Design change_dispenser, sky130hd; sources not shown.
Run 1, signal wires by layer:
Two of the layers only.
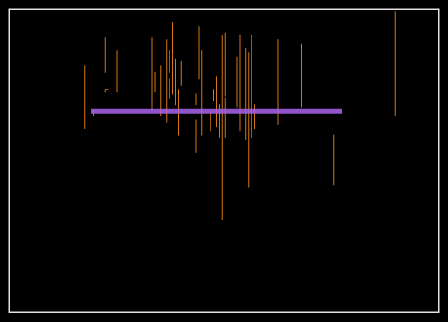
| colour | layer | wire length |
|---|---|---|
| orange | metal 4 | 620 um |
| purple | metal 5 | 77.3 um |
Total GRT Usage: 0.346
wire length per cell: 16.0 um

Run 1, routing congestion:
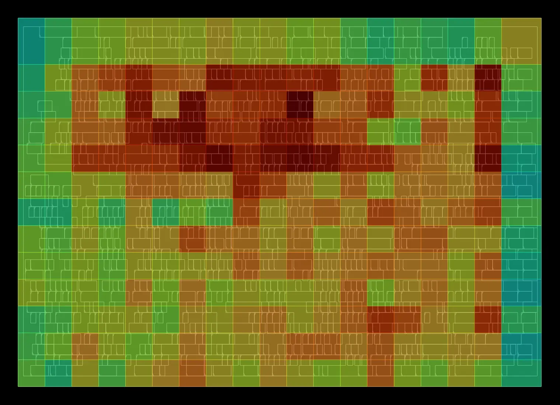
post-layout utilization of the core: 0.741
M1 GR Usage: 0.509
M2 GR Usage: 0.486
met3 demand-to-capacity share in global routing: 0.0988
GRT busiest layer: met1

Run 1, selected gate families:
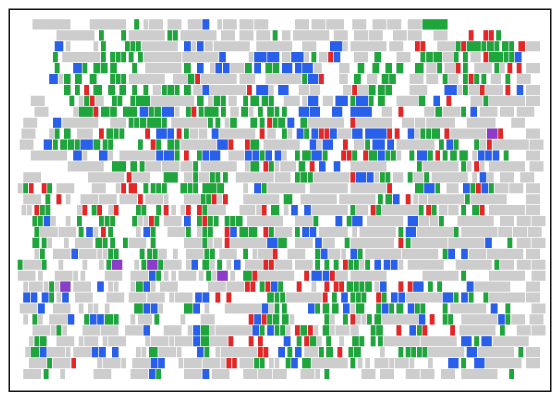
| colour | family | cells | most used |
|---|---|---|---|
| green | nand cells | 405 | nand2_1 |
| purple | non-inverting ao/oa cells | 5 | a21o_1 |
| red | inv cells | 120 | inv_1 |
| blue | aoi and oai cells | 168 | a21oi_1 |
highest-count logic cell in the final layout: sky130_fd_sc_hd__nand2_1
proportion of cell area occupied by multi-input gates: 0.537
non-filler instance count after layout: 1333

Run 1, M4 wires:
Bar = 50 um.
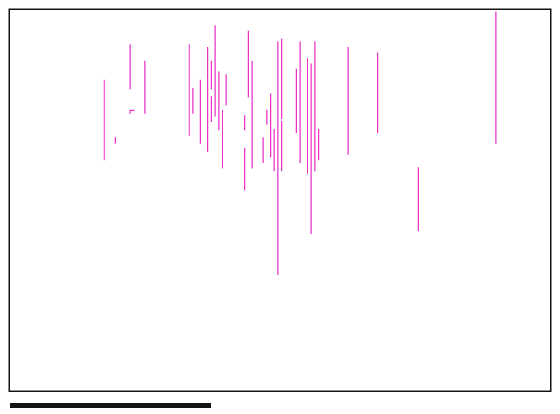
longest straight run: 57.8 um
nets with wire on the layer: 34
wire length on this layer: 620 um
share of all routed wire: 2.9%
main direction: vertical
via total after detailed routing: 7465
total wirelength of the detailed-routed design: 21.4 mm

==> flow.log <==
[flow] summary of implementation run
[metrics] status: complete, no violations
[metrics] Mapped Avg Cell Area: 6.97 um^2
[metrics] P_leak: 4.41 nW
[metrics] category of the critical setup timing path: input port to flip-flop
[metrics] Post-synth EDFFs: 0
[metrics] Netlist cell types: 40
[metrics] largest buffer count on any clock path: 2
[metrics] transition time at the pin with the least slew margin: 0.894 ns
[metrics] total power divided by cell area: 833 nW/um^2
[metrics] iteration count of the initial detailed-routing pass: 7
[metrics] CP max FO: 8
[metrics] Final Cycle Share: 0.903
[metrics] layout filler cell count: 963
[metrics] critical path startpoint category: input port
[metrics] number of buffers added by the clock tree synthesis step: 9
[metrics] FMAX: 284 MHz
[metrics] count of input and output buffers: 91
[metrics] worst reg-to-reg path cell count: 11
[metrics] insertion delay at the late pin of the worst-skew pair: 0.34 ns
[metrics] post-CTS setup-driven buffer insertion count: 0
[metrics] Final setup viols: 0
[metrics] total die size: 12700 um^2
[metrics] number of nets in the finished design: 1284
[metrics] total negative setup slack: 0 ns
[metrics] share of layout cells above drive strength 1: 0.105
[metrics] Data arrival, critical path: 3.73 ns
[metrics] count of unresolved DRC violations after routing: 0
[metrics] time the final worst path needs with I/O delays and setup: 3.52 ns
[metrics] worst hold path depth: 2
[metrics] part of the Yosys area used for sequential elements: 0.284
[metrics] TritonCTS clock tree: yes
[metrics] core footprint: 11900 um^2
[metrics] final clock skew: 0.00968 ns
[metrics] unrepaired setup endpoints after global routing: true
[metrics] HP Class: flip-flop to flip-flop
[metrics] worst slack at placement: 0.0141 ns
[metrics] maximum vdd drop: 0.399 mV
[metrics] Worst EP required: 4.11 ns
[metrics] share of the core filled by cells before placement: 0.591
[metrics] post-detailed-route count of antenna-violating nets: 0
[metrics] ordered list of cells on the worst path: clkdlybuf4s50_1 > inv_1 > nor2_2 > buf_4 > a22oi_1 > o221ai_1 > ha_1 > a21oi_1 > nand2_1 > a21oi_2 > buf_4 > nand2_1 > a22oi_1 > o21ai_0
[metrics] first-pass GRT wire length: 34.0 mm
[metrics] Hold Fails Final Rpt: 0
[metrics] count of instances resized after the clock tree is built: 0
[metrics] initial antenna violation count: 0
[metrics] area occupied by registers: 1990 um^2
[metrics] relative slew slack: 0.404
[metrics] CP Capture Type: flip-flop
[metrics] instance count of the mapped netlist: 1004
[metrics] number of buffers inserted for hold repair after clock tree synthesis: 0
[metrics] Yosys reg bits: 79
[metrics] Clock Root Buffer: sky130_fd_sc_hd__clkbuf_16
[metrics] deepest level of the CTS H-tree: 3
[metrics] number of synthesis warnings: 6
[metrics] yosys cell count: 1004
[metrics] fin. max-slew vios: 0
[metrics] y dimension of the die: 94.7 um
[metrics] delay of the slowest cell on the worst path: 0.46 ns
[metrics] Dominant Register Cell: sky130_fd_sc_hd__dfrtp_1
[metrics] chip area in the Yosys report: 7000 um^2
[metrics] crit path setup slack, layout: 0.378 ns
[metrics] count of antenna diodes in the layout: 0
[metrics] Die X-Extent: 134 um
[metrics] post-synthesis cell area: 7000 um^2
[metrics] top logic cells by instance count in the layout: sky130_fd_sc_hd__nand2_1 (286), sky130_fd_sc_hd__inv_1 (107), sky130_fd_sc_hd__clkdlybuf4s50_1 (90)
[metrics] vias in the first global route: 6641
[metrics] cell with the biggest individual delay on the critical path: sky130_fd_sc_hd__clkdlybuf4s50_1
[metrics] synthesis-to-finish area growth: 25.4%
[metrics] count of boundary I/O pins: 92
[metrics] Logic area: 4710 um^2
[metrics] Clock Sink Count: 79
[metrics] fraction of synthesis flops using an asynchronous set or reset pin: 1.00
[metrics] drt via density: 5.60
[metrics] violation count after the first detailed-route iteration: 813
[metrics] maximum number of pins on one net before global-route repair: 43
[metrics] max capacitance violation total: 0
[metrics] number of rows created at floorplan: 33
[metrics] detailed placement HPWL: 16.2 mm
[metrics] slack of the worst reg-to-reg path: 0.88 ns
[metrics] post-CTS clock slew at the launch and capture registers of the worst setup and hold paths: 0.07 ns
[metrics] Tool Warnings: 27
[metrics] grt ovf: 0
==> run 1: stage by stage <==
stage / power, W / util / hold WS [ns] / area (um^2) / instances
floorplan: 0.00456 / - / 0.492 / 7230 / 1066
global placement: 0.00599 / 0.708 / 0.464 / 8390 / 1317
detailed placement: 0.00609 / 0.708 / 0.473 / 8390 / 1317
CTS: 0.00710 / 0.737 / 0.489 / 8730 / 1333
global route: 0.00788 / 0.741 / 0.499 / 8780 / 1333
finish: 0.00732 / 0.741 / 0.487 / 8780 / 1333
==> run 1: area by class of cell <==
| class | count | share of cell area |
|---|---|---|
| clock buffer | 9 | 0.0257 |
| clock inverter | 7 | 0.0125 |
| inverter | 120 | 0.0517 |
| multi-input combinational | 848 | 0.537 |
| sequential | 79 | 0.226 |
| tap | 157 | 0.0224 |
| timing repair buffer | 113 | 0.124 |
==> run 1: per-layer routing <==
layer / vias up / GRT usage / share of wire
li1: 3620 / - / -
met1: 3336 / 0.509 / 0.46
met2: 428 / 0.486 / 0.39
met3: 79 / 0.0988 / 0.12
met4: 2 / 0.0936 / 0.029
met5: - / 0.0476 / 0.0036
==> run 1: cells by family after synthesis <==
group                      Yosys count  share of synthesized area
xor gates and xnor gates             8                     0.0100
DFF                                 79                      0.284
AOI/OAI and AO/OA                  173                      0.144
adders and majority gates           82                      0.149
buffers and inverters              139                     0.0826
and+or+nand+nor                    521                      0.330
other                                2                    0.00107
==> run 1: critical path: cells and delay by family <==
family                   cells  cell delay [ns]
AND-OR/OR-AND                6             0.90
adder cells (fa/ha/maj)      1             0.39
AND/OR/NAND/NOR              3             0.35
buffers and inverters        4             0.91
==> run 1: power by group <==
group | leakage (nW) | internal (W) | switching, W
combinational | 3.27 | 0.00173 | 0.00281
sequential | 0.980 | 0.00121 | 0.000604
clock | 0.162 | 0.000577 | 0.000388
==> run 1: cell usage after synthesis (6+ instances only) <==
library cell	n	area [um^2]
sky130_fd_sc_hd__a21oi_1	72	360
sky130_fd_sc_hd__a22oi_1	16	120
sky130_fd_sc_hd__a31oi_1	8	50.1
sky130_fd_sc_hd__buf_2	7	35.0
sky130_fd_sc_hd__dfrtp_1	71	1780
sky130_fd_sc_hd__dfstp_2	8	210
sky130_fd_sc_hd__ha_1	80	1000
sky130_fd_sc_hd__inv_1	108	405
sky130_fd_sc_hd__inv_2	10	37.5
sky130_fd_sc_hd__nand2_1	288	1080
sky130_fd_sc_hd__nand2_2	16	100
sky130_fd_sc_hd__nand3_1	84	420
sky130_fd_sc_hd__nand3_2	8	80.1
sky130_fd_sc_hd__nand4_1	9	56.3
sky130_fd_sc_hd__nor2_1	82	308
sky130_fd_sc_hd__nor2_2	13	81.3
sky130_fd_sc_hd__nor2_4	7	78.8
sky130_fd_sc_hd__nor4_1	8	50.1
sky130_fd_sc_hd__o21ai_0	39	195
sky130_fd_sc_hd__o21ai_1	7	35.0
sky130_fd_sc_hd__o31ai_1	11	82.6
sky130_fd_sc_hd__xor2_1	6	52.6
No activity file was given, so power comes from the tool's default toggle rates.
